==> images/layer_met4.png <==
The bar under the picture is 100 um long.
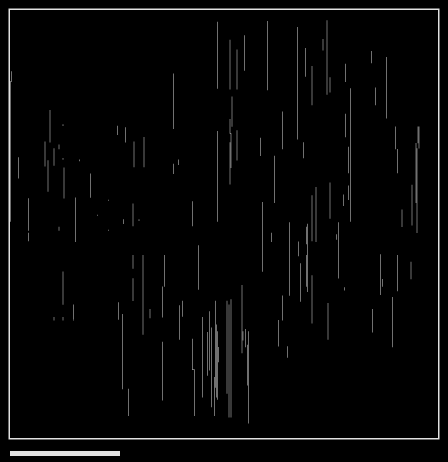
==> images/layer_met2.png <==
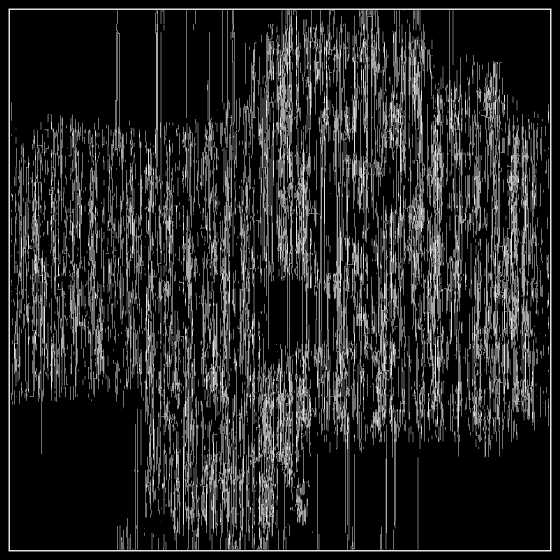
==> images/layer_met3.png <==
The bar under the picture is 100 um long. Cells faint in the background.
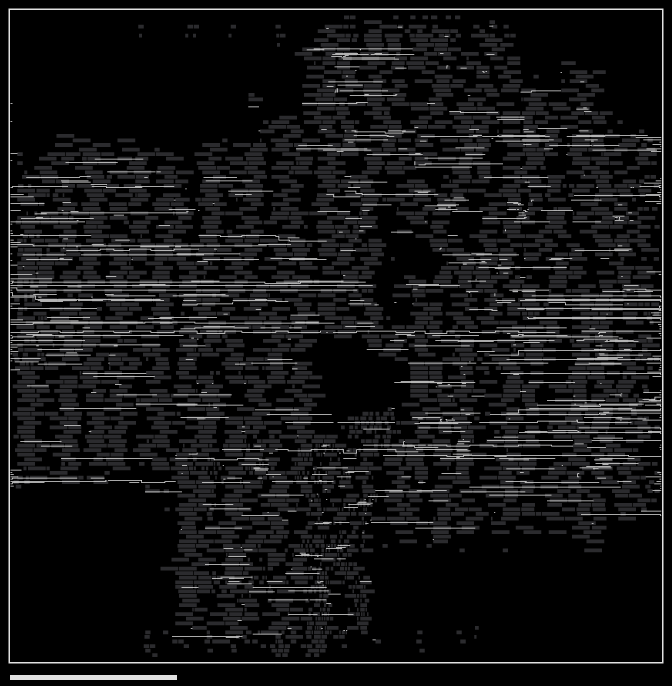
==> images/layer_met1.png <==
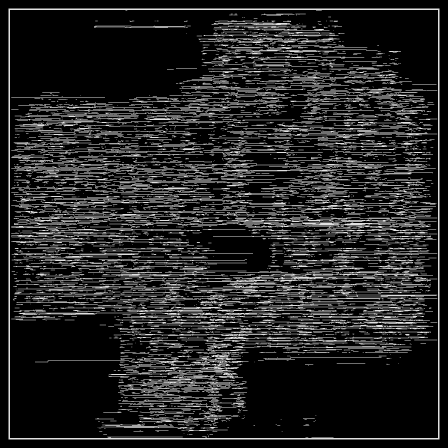
### config.mk
export PLATFORM = sky130hd
export DESIGN_NAME = rob_commit
export DESIGN_NICKNAME = d
export VERILOG_FILES = /design/src/rtl/rob_commit.sv
export SDC_FILE = /design/constraint.sdc
export NUM_CORES = 1
export LEC_CHECK = 0
export CAP_MARGIN = 0
export CORE_MARGIN = 1
export CORE_UTILIZATION = 36
export CTS_CLUSTER_DIAMETER = 150
export DETAILED_ROUTE_END_ITERATION = 8
export HOLD_SLACK_MARGIN = 0.03
export PLACE_DENSITY_LB_ADDON = 0.3
export SETUP_SLACK_MARGIN = 0.05
export SLEW_MARGIN = 0
export SYNTH_ARGS = -nofsm -noshare
export SYNTH_HDL_FRONTEND = slang
export SYNTH_SLANG_ARGS = --single-unit
### constraint.sdc
create_clock -name clk -period 8.9 [get_ports clk]
set_clock_uncertainty 0.15 [all_clocks]
set_input_delay 1.335 -clock clk [delete_from_list [all_inputs] [get_ports clk]]
set_output_delay 1.335 -clock clk [all_outputs]
set_load 0.02 [all_outputs]
### src/rtl/rob_commit.sv
// rob_commit: in-order reorder buffer with dispatch renaming, CDB capture, commit and commit-time flush.
// Optional: define ROB_BYPASS_EN to forward the live CDB onto the operand query outputs.
module rob_commit #(
  parameter int DEPTH = 16,
  parameter int TAG_W = 4
) (
  input  logic             clk,
  input  logic             rst,
  input  logic             rdy,
  input  logic             issue_valid,
  input  logic [4:0]       issue_rd,
  input  logic             issue_is_br,
  input  logic             issue_is_st,
  output logic             issue_ready,
  output logic [TAG_W-1:0] issue_tag,
  output logic             rd_in_flag,
  output logic [4:0]       rd_in_a,
  output logic [TAG_W-1:0] rd_in_rob,
  input  logic             cdb_valid,
  input  logic [TAG_W-1:0] cdb_tag,
  input  logic [31:0]      cdb_val,
  input  logic             cdb_mispred,
  input  logic [31:0]      cdb_target,
  input  logic [TAG_W-1:0] q1_tag,
  input  logic [TAG_W-1:0] q2_tag,
  output logic             q1_ready,
  output logic             q2_ready,
  output logic [31:0]      q1_val,
  output logic [31:0]      q2_val,
  output logic             rd_out_flag,
  output logic [4:0]       rd_out_a,
  output logic [31:0]      rd_out_val,
  output logic [TAG_W-1:0] rd_out_rob,
  output logic             st_commit,
  output logic [TAG_W-1:0] st_commit_tag,
  output logic             flush,
  output logic [31:0]      flush_pc
);

  localparam logic [TAG_W:0] FULL_CNT = (TAG_W+1)'(DEPTH);

  logic [TAG_W-1:0] head, tail;
  logic [TAG_W:0]   count;
  logic [DEPTH-1:0] busy, done;

  logic [4:0]  rd_q  [DEPTH];
  logic        br_q  [DEPTH];
  logic        st_q  [DEPTH];
  logic        mis_q [DEPTH];
  logic [31:0] val_q [DEPTH];
  logic [31:0] tgt_q [DEPTH];

  logic head_live, flush_c, dispatch, rename, retire, cdb_hit;

  // A mispredicted head branch blocks issue, so it never loses its retire slot to a rename.
  assign head_live   = busy[head] & done[head] & rdy;
  assign flush_c     = head_live & br_q[head] & mis_q[head];
  assign issue_ready = (count != FULL_CNT) & ~flush_c;
  assign dispatch    = issue_valid & issue_ready & rdy;
  assign rename      = dispatch & (issue_rd != 5'd0);
  // The register file drops a commit write that collides with a rename, so defer it a cycle.
  assign retire      = head_live & ~((rd_q[head] != 5'd0) & rename);
  assign cdb_hit     = rdy & cdb_valid & busy[cdb_tag];

  assign issue_tag     = tail;
  assign rd_in_flag    = rename;
  assign rd_in_a       = issue_rd;
  assign rd_in_rob     = tail;
  assign rd_out_flag   = retire & (rd_q[head] != 5'd0);
  assign rd_out_a      = rd_q[head];
  assign rd_out_val    = val_q[head];
  assign rd_out_rob    = head;
  assign st_commit     = retire & st_q[head];
  assign st_commit_tag = head;
  assign flush         = flush_c;
  assign flush_pc      = flush_c ? tgt_q[head] : 32'd0;

`ifdef ROB_BYPASS_EN
  assign q1_ready = (cdb_valid & (cdb_tag == q1_tag)) | (busy[q1_tag] & done[q1_tag]);
  assign q2_ready = (cdb_valid & (cdb_tag == q2_tag)) | (busy[q2_tag] & done[q2_tag]);
  assign q1_val   = (cdb_valid & (cdb_tag == q1_tag)) ? cdb_val : val_q[q1_tag];
  assign q2_val   = (cdb_valid & (cdb_tag == q2_tag)) ? cdb_val : val_q[q2_tag];
`else
  assign q1_ready = busy[q1_tag] & done[q1_tag];
  assign q2_ready = busy[q2_tag] & done[q2_tag];
  assign q1_val   = val_q[q1_tag];
  assign q2_val   = val_q[q2_tag];
`endif

  // Control state: pointers, occupancy and per-entry status; a flush empties the buffer.
  always_ff @(posedge clk) begin
    if (rst || flush_c) begin
      head  <= '0;
      tail  <= '0;
      count <= '0;
      busy  <= '0;
      done  <= '0;
    end else begin
      if (cdb_hit) done[cdb_tag] <= 1'b1;
      if (retire) begin
        busy[head] <= 1'b0;
        head       <= head + TAG_W'(1);
      end
      if (dispatch) begin
        busy[tail] <= 1'b1;
        done[tail] <= 1'b0;
        tail       <= tail + TAG_W'(1);
      end
      count <= count + (TAG_W+1)'(dispatch) - (TAG_W+1)'(retire);
    end
  end

  // Entry payload: only read while the entry is busy, so it carries no reset.
  always_ff @(posedge clk) begin
    if (dispatch) begin
      rd_q[tail] <= issue_rd;
      br_q[tail] <= issue_is_br;
      st_q[tail] <= issue_is_st;
    end
    if (cdb_hit) begin
      val_q[cdb_tag] <= cdb_val;
      mis_q[cdb_tag] <= cdb_mispred;
      tgt_q[cdb_tag] <= cdb_target;
    end
  end

endmodule

==> results.py <==
# Synthesis and PnR figures
metrics = {
    "sta": {
        "hold_viol": 0,
        "fin_crit_ns": 6.65,
        "post-route-worst-setup-slack_ns": 2.25,
        "worst_slew_pin_slew_ns": 1.22,
        "finalMaxSlewViolations": 0,
        "worst_hold_slack_ns": 0.349,
        "rsz0062_at_grt": "false",
        "fmax_ghz": 0.150,
        "finalClockPeriodUsage_pct": 74.7,
        "finalSetupViolCount": 0,
    },
    "layout": {
        "antenna_cells": 1,
        "sh_comb_area_pct": 27.8,
        "mostFrequentLayoutCells": "edfxtp_1, mux4_2, clkdlybuf4s50_1",
        "drive_gt1_share_pct": 35.3,
        "sh_seq_area_pct": 56.4,
        "layout.nonclk_buf_share_pct": 4.92,
        "comb_area_um2": 17600,
        "reg.largest.list": "tgt_q (512), val_q (512), rd_q (80)",
        "final_cell_area_um2": 63200,
        "nMultiInputCombCells": 1022,
        "dominant_cells": "sequential cells",
        "final_util_pct": 42.6,
        "inv_count": 15,
        "clockBufferCount": 166,
    },
    "setup_path": {
        "cp_num_buf_inv": 3,
        "path_delay_family": "buffers and inverters",
        "slowest_stage": "dfxtp_4",
        "rr_worst_depth": 16,
        "worstPathRequired_ns": 7.41,
        "cp.arrival_ns": 5.16,
        "critPathLaunchType": "flop",
        "critPathKind": "flop to output port",
        "r2r-end": "count[4]",
        "critPathCapture": "flush_pc[27]",
        "worstSetupEndpointType": "output port",
        "cp_max_fo": 39,
        "critical_path.max_stage_delay_ns": 0.82,
        "rrSetupSlack_ns": 3.61,
    },
    "pwr": {
        "power_leader": "registers",
        "combPwrFrac_pct": 5.1,
        "power_density_nw_per_um2": 195,
        "p_leak_nw": 18.9,
        "pg_seq_w": 0.00621,
        "peakVddDrop_uv": 162,
        "switching_share_pct": 21.6,
        "powerClk_w": 0.00547,
        "switching_power_w": 0.00266,
    },
    "floorplanning": {
        "num_rows": 141,
        "fp.dieH_um": 389,
        "initial_core_util_pct": 36.4,
        "die_w_um": 389,
        "boundaryPins": 250,
        "dieArea_um2": 152000,
    },
    "outcome": {
        "status": "finished, final reports clean",
    },
    "place": {
        "place_inst": 4560,
        "dp_hpwl_mm": 81.3,
        "io_buffer_count": 249,
        "place_congestion": 0.803,
        "dp_slack_ns": 2.91,
    },
    "global_routing": {
        "grt_overflow": 0,
        "grt_max_degree": 122,
        "grt_pass1_wl_mm": 213,
        "gr-max-usage-layer": "met2",
    },
    "synth": {
        "synthMostInstantiatedCell": "edfxtp_1",
        "synth_nets": 2535,
        "netlist_instances": 2431,
        "ys_area_um2": 54000,
        "async_reset_ff_share_pct": 0,
        "synth-adder-area-share_pct": 0.361,
        "ys_sh_aoi_pct": 1.16,
        "xor_share_pct": 0.0973,
        "synth_area_um2": 54000,
        "ys_cells": 2431,
        "mux_share_pct": 28.6,
        "common_cells": "edfxtp_1, mux4_2, clkbuf_1",
        "yosysWarnings": 0,
    },
    "hold_path": {
        "whs_path_depth": 2,
    },
    "cts": {
        "clock_sinks": 1201,
        "path_clk_slew_ns": 0.06,
        "cts_resized": 0,
        "clock_latency_ns": 0.77,
    },
    "routing": {
        "wl_per_cell_um": 30.9,
        "met3WireLength_mm": 12.1,
        "drt_iter0_markers": 2771,
        "firstDrtPassIters": 5,
        "wl_met1_mm": 58.7,
        "drc": 0,
    },
    "run": {
        "max_cap_violations": 0,
    },
}
Notes on layer_met4.png above:
longest straight run	127 um
share of all routed wire	2.9%
main direction	vertical
nets with wire on the layer	76
wire length on this layer	4240 um
vias post-DR: 28100
final WL: 148 mm

Notes on layer_met2.png above:
longest straight run	138 um
nets with wire on the layer	2606
M2 GR Usage: 32.5%

Notes on layer_met3.png above:
share of all routed wire	8.2%
wire length on this layer	12100 um
nets with wire on the layer	376
routing usage on met3: 5.19%

Notes on layer_met1.png above:
nets with wire on the layer	2669
main direction	horizontal
longest straight run	115 um
wire length on this layer	58.7 mm
share of all routed wire	40%
met1 GRT Util: 25.4%

No activity file was given, so power comes from the tool's default toggle rates.
